File: src/rtl/jtkicker_colmix_pkg.sv
// jtkicker_colmix_pkg: palette format encodings and helpers shared by the colour mixer
package jtkicker_colmix_pkg;
   localparam int FMT_332 = 0;
   localparam int FMT_444 = 1;

   function automatic int clog2(input int n);
      int r;
      r = 0;
      while ((1 << r) < n) r++;
      return r;
   endfunction

   // 3-3-2 byte {B,G,R} to 4-4-4 word {B,G,R}, top bits replicated into the new LSBs
   function automatic logic [11:0] expand_332(input logic [7:0] d);
      return {d[7:6], d[7:6], d[5:3], d[5], d[2:0], d[2]};
   endfunction
endpackage

File: src/rtl/jtkicker_colmix_prio.sv
// jtkicker_colmix_prio: per-pixel layer priority/transparency resolver, registers the palette address
module jtkicker_colmix_prio
   import jtkicker_colmix_pkg::*;
#(
   parameter int NL = 2,
   parameter int PW = 4,
   parameter int TW = 2,
   localparam int LW = clog2(NL),
   localparam int AW = LW + PW
)(
   input  logic             clk,
   input  logic             rst_n,
   input  logic             pxl_cen,
   input  logic [NL*PW-1:0] lyr_pxl,
   input  logic [NL-1:0]    gfx_en,
   input  logic             prio_swap,
   output logic [AW-1:0]    pal_addr
);
   logic [LW-1:0] win;
   logic [PW-1:0] wpxl;

   // scan position i maps to a layer; prio_swap exchanges only the first two
   function automatic int slot(input int i, input logic s);
      return (s && i < 2) ? 1 - i : i;
   endfunction

   // walk the scan order backwards so the earliest opaque layer is the last to win
   always_comb begin
      win  = LW'(NL-1);
      wpxl = gfx_en[NL-1] ? lyr_pxl[(NL-1)*PW +: PW] : '0;
      for (int i = NL-1; i >= 0; i--)
         if (gfx_en[slot(i, prio_swap)] && lyr_pxl[slot(i, prio_swap)*PW +: TW] != '0) begin
            win  = LW'(slot(i, prio_swap));
            wpxl = lyr_pxl[slot(i, prio_swap)*PW +: PW];
         end
   end

   // palette address is {winning layer, its pixel}
   always_ff @(posedge clk or negedge rst_n)
      if (!rst_n) pal_addr <= '0;
      else if (pxl_cen) pal_addr <= {win, wpxl};
endmodule

File: src/rtl/jtkicker_colmix.sv
// jtkicker_colmix: N-layer priority mixer, palette lookup and blank-aligned RGB output.
// Optional JTKICKER_COLMIX_DIM_EN halves every gun when the pixel's dim flag is set.
module jtkicker_colmix
   import jtkicker_colmix_pkg::*;
#(
   parameter int NL        = 2,
   parameter int PW        = 4,
   parameter int TW        = 2,
   parameter int FMT       = 0,
   parameter int BLANK_DLY = 8,
   parameter     SIMFILE   = "",
   localparam int LW = clog2(NL),
   localparam int AW = LW + PW,
   localparam int DW = (FMT == FMT_444) ? 12 : 8
)(
   input  logic             clk,
   input  logic             rst_n,
   input  logic             pxl_cen,
   input  logic [NL*PW-1:0] lyr_pxl,
   input  logic [NL-1:0]    gfx_en,
   input  logic             prio_swap,
   input  logic             dim,
   input  logic             LHBL,
   input  logic             LVBL,
   input  logic [AW-1:0]    prog_addr,
   input  logic [DW-1:0]    prog_data,
   input  logic             prog_en,
   output logic [3:0]       red,
   output logic [3:0]       green,
   output logic [3:0]       blue,
   output logic             LHBL_dly,
   output logic             LVBL_dly
);
   // palette contents arrive through prog_*; SIMFILE stays for drop-in compatibility
   localparam bit unused_simfile = SIMFILE != "";

   logic [AW-1:0]        pal_addr;
   logic [DW-1:0]        mem [2**AW];
   logic [DW-1:0]        pal_q;
   logic [11:0]          rgb_raw, rgb_mix;
   logic [11:0]          rgb_sr [BLANK_DLY-2];
   logic [BLANK_DLY-1:0] hb_sr, vb_sr;

   jtkicker_colmix_prio #(.NL(NL), .PW(PW), .TW(TW)) u_prio (
      .clk       (clk),
      .rst_n     (rst_n),
      .pxl_cen   (pxl_cen),
      .lyr_pxl   (lyr_pxl),
      .gfx_en    (gfx_en),
      .prio_swap (prio_swap),
      .pal_addr  (pal_addr)
   );

   // palette programming runs on every clk, independent of the pixel enable
   always_ff @(posedge clk)
      if (prog_en) mem[prog_addr] <= prog_data;

   // palette read; a write on the same clk is not yet visible here
   always_ff @(posedge clk or negedge rst_n)
      if (!rst_n) pal_q <= '0;
      else if (pxl_cen) pal_q <= mem[pal_addr];

   if (FMT == FMT_444) begin : g_444
      assign rgb_raw = pal_q;
   end else begin : g_332
      assign rgb_raw = expand_332(pal_q);
   end

`ifdef JTKICKER_COLMIX_DIM_EN
   logic [1:0] dim_sr;

   // dim follows its pixel through the priority and palette stages
   always_ff @(posedge clk or negedge rst_n)
      if (!rst_n) dim_sr <= '0;
      else if (pxl_cen) dim_sr <= {dim_sr[0], dim};

   assign rgb_mix = dim_sr[1] ? {1'b0, rgb_raw[11:9], 1'b0, rgb_raw[7:5], 1'b0, rgb_raw[3:1]} : rgb_raw;
`else
   logic unused_dim;
   assign unused_dim = dim;
   assign rgb_mix    = rgb_raw;
`endif

   // blanking delay line; its length sets the total pixel-to-output latency
   always_ff @(posedge clk or negedge rst_n)
      if (!rst_n) begin
         hb_sr <= '0;
         vb_sr <= '0;
      end else if (pxl_cen) begin
         hb_sr <= {hb_sr[BLANK_DLY-2:0], LHBL};
         vb_sr <= {vb_sr[BLANK_DLY-2:0], LVBL};
      end

   // RGB trails the blanking line by the two mixing stages so both land together
   always_ff @(posedge clk or negedge rst_n)
      if (!rst_n) rgb_sr <= '{default: '0};
      else if (pxl_cen) begin
         rgb_sr[0] <= rgb_mix;
         for (int i = 1; i < BLANK_DLY-2; i++) rgb_sr[i] <= rgb_sr[i-1];
      end

   assign LHBL_dly = hb_sr[BLANK_DLY-1];
   assign LVBL_dly = vb_sr[BLANK_DLY-1];
   assign {blue, green, red} = (LHBL_dly && LVBL_dly) ? rgb_sr[BLANK_DLY-3] : 12'd0;
endmodule

File: config.mk
export PLATFORM = sky130hd
export DESIGN_NAME = jtkicker_colmix
export DESIGN_NICKNAME = d
export VERILOG_FILES = /design/src/rtl/jtkicker_colmix_pkg.sv /design/src/rtl/jtkicker_colmix_prio.sv /design/src/rtl/jtkicker_colmix.sv
export SDC_FILE = /design/constraint.sdc
export NUM_CORES = 1
export LEC_CHECK = 0
export CAP_MARGIN = 5
export CORE_MARGIN = 1.5
export CORE_UTILIZATION = 45
export CTS_CLUSTER_DIAMETER = 40
export DETAILED_ROUTE_END_ITERATION = 8
export PLACE_DENSITY_LB_ADDON = 0.25
export SKIP_CTS_REPAIR_TIMING = 1
export SLEW_MARGIN = 15
export SYNTH_ARGS = -nofsm -noshare
export SYNTH_HDL_FRONTEND = slang
export SYNTH_HIERARCHICAL = 1
export SYNTH_SLANG_ARGS = --single-unit
File: constraint.sdc
create_clock -name clk -period 1.6 [get_ports clk]
set_input_delay 0.16 -clock clk [delete_from_list [all_inputs] [get_ports clk]]
set_output_delay 0.16 -clock clk [all_outputs]
set_load 0.01 [all_outputs]
Fig. 1: floorplan with the power grid
Pins as bars on the die edge. Tap cells in gray.
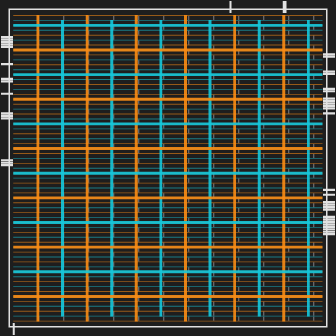
| color | net |
|---|---|
| orange | VSS |
| cyan | VDD |
met4 straps: 12
signal pins: 45

Fig. 2: placement by cell class
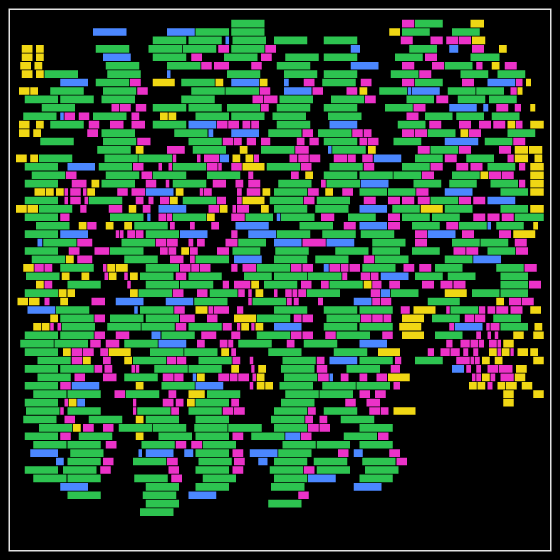
| color | class | cells | share of their area |
|---|---|---|---|
| magenta | combinational and other logic | 401 | 22% |
| blue | clock drivers and dummy loads | 80 | 9.1% |
| yellow | other buffers and delay cells | 148 | 8.9% |
| green | flops | 333 | 60% |

Fig. 3: clock wires, drivers and flops
The bar under the picture is 50 um long.
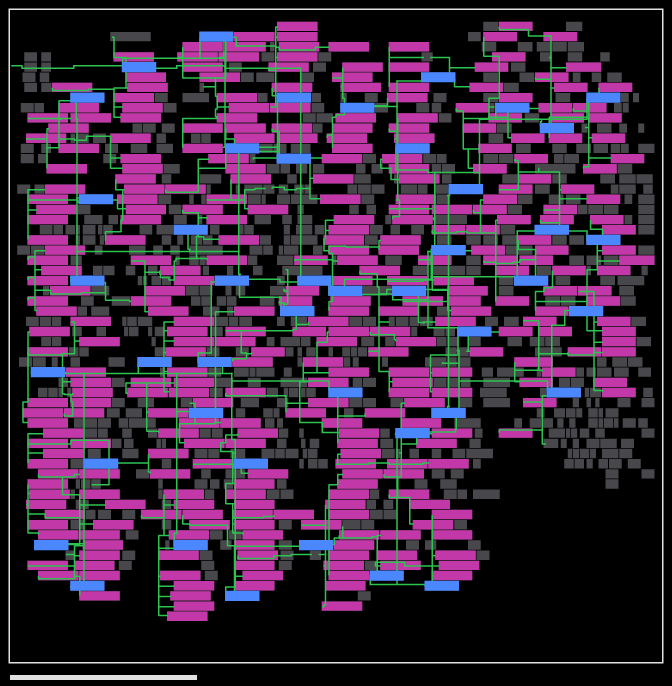
[magenta] flip-flops | count: 333
[blue] clock drivers | count: 44
[green] clock wires | length: 3,840 um
routed clock nets: 45

==> impl_metrics.json <==
{
  "status": "finished, violations left",
  "violations": "negative setup slack",
  "most-common-layout-cells": "edfxtp_1, mux2i_1, buf_4, dfrtp_1, mux2_2",
  "power.density_mw_per_mm2": 1420,
  "ff_count": 333,
  "fin_setup_tns_ns": -2.82,
  "dr.first_iter.drc_count": 578,
  "die_w_um": 174,
  "cp.depth": 8,
  "power.group.top": "sequential cells",
  "endpoint": "pal_q[2]",
  "busiest_layer": "met2",
  "synth.most_common_cell": "edfxtp_1",
  "pwr-share-clk_pct": 40.7,
  "finalPower_uw": 23500,
  "wl_met2_um": 14300,
  "drc": 0,
  "grt_pass1_vias": 7656,
  "synth_warnings": 6,
  "synthesis.area_mm2": 0.0132,
  "cts.sinks": 333,
  "clock_skew_ns": 0.0218,
  "use_met3_pct": 3.98,
  "vias": 7364,
  "logic_gates": 399,
  "avgSynthCellArea_um2": 16.9,
  "drt-total-wl_um": 28700,
  "flop_cell": "edfxtp_1",
  "crit_path_cell_trace": "buf_12 > buf_12 > mux2i_1 > buf_4 > a22oi_2 > a21oi_2 > nor4_2 > mux2_2",
  "clk-insertion-delay-late_ns": 0.54,
  "initCoreUtil_pct": 45.9,
  "critical_path.top_delay_family": "flip-flops",
  "seq_share_pct": 58.2,
  "yosys_cells": 781,
  "clk_share_pct": 8.85,
  "finalSetupViolations": 10,
  "core_area_mm2": 0.0288,
  "path_max_fanout": 16,
  "place.gp.congestion": 0.838,
  "warnings": 28,
  "final.fill_count": 2172,
  "crit_type": "flip-flop to flip-flop",
  "timing.final.ws_setup_ns": -0.402,
  "buffer_area_share_pct": 8.64,
  "reg2reg_to": "pal_q[2]",
  "ir_drop_v": 0.000922,
  "hold_path.class": "input port to flip-flop",
  "grt_setup_unrepaired": "true",
  "root_buffer": "clkbuf_16",
  "critPathSlowestCell": "dfrtp_4",
  "nonClockBufferCount": 148,
  "reg2regPathDepth": 8,
  "cts_tree": "yes",
  "async_flop_share_pct": 23.1,
  "hp-start": "pxl_cen",
  "ant_nets": 0,
  "p_clk_uw": 9550,
  "dp_hpwl_um": 18300,
  "cpPeakStageDelay_ns": 0.52,
  "comb_area_mm2": 0.00353,
  "cts_buffers": 44,
  "finish.utilization_pct": 57.4,
  "dieHeight_um": 174,
  "pre_cts_ws_ns": -0.579,
  "n_antenna_cell": 0,
  "seq_power_share_pct": 45.4,
  "comb_share_pct": 21.4
}
## through the flow
stage | std cells | hold WS, ns | area (um^2)
2_1_floorplan | 781 | -0.136 | 13200
4_1_cts | 1340 | -0.460 | 16200
3_5_place_dp | 1260 | 0.0959 | 14800
5_1_grt | 1346 | 0.0693 | 16500
3_3_place_gp | 1260 | 0.0968 | 14800
6_report | 1346 | 0.0528 | 16500
## registers in the layout, summed over array words and instances (netlist names)
signal / count
hb_sr: 8
pal_q: 8
u_prio/pal_addr: 5
vb_sr: 8
mem: 256
rgb_sr: 48
## kinds of logic after synthesis
group | share of synthesized area, %
DFF | 72.7
muxes | 15.8
AOI/OAI and AO/OA | 5.92
and+or+nand+nor | 3.29
buffers and inverters | 2.22
Power is estimated from default activity; no workload was simulated.
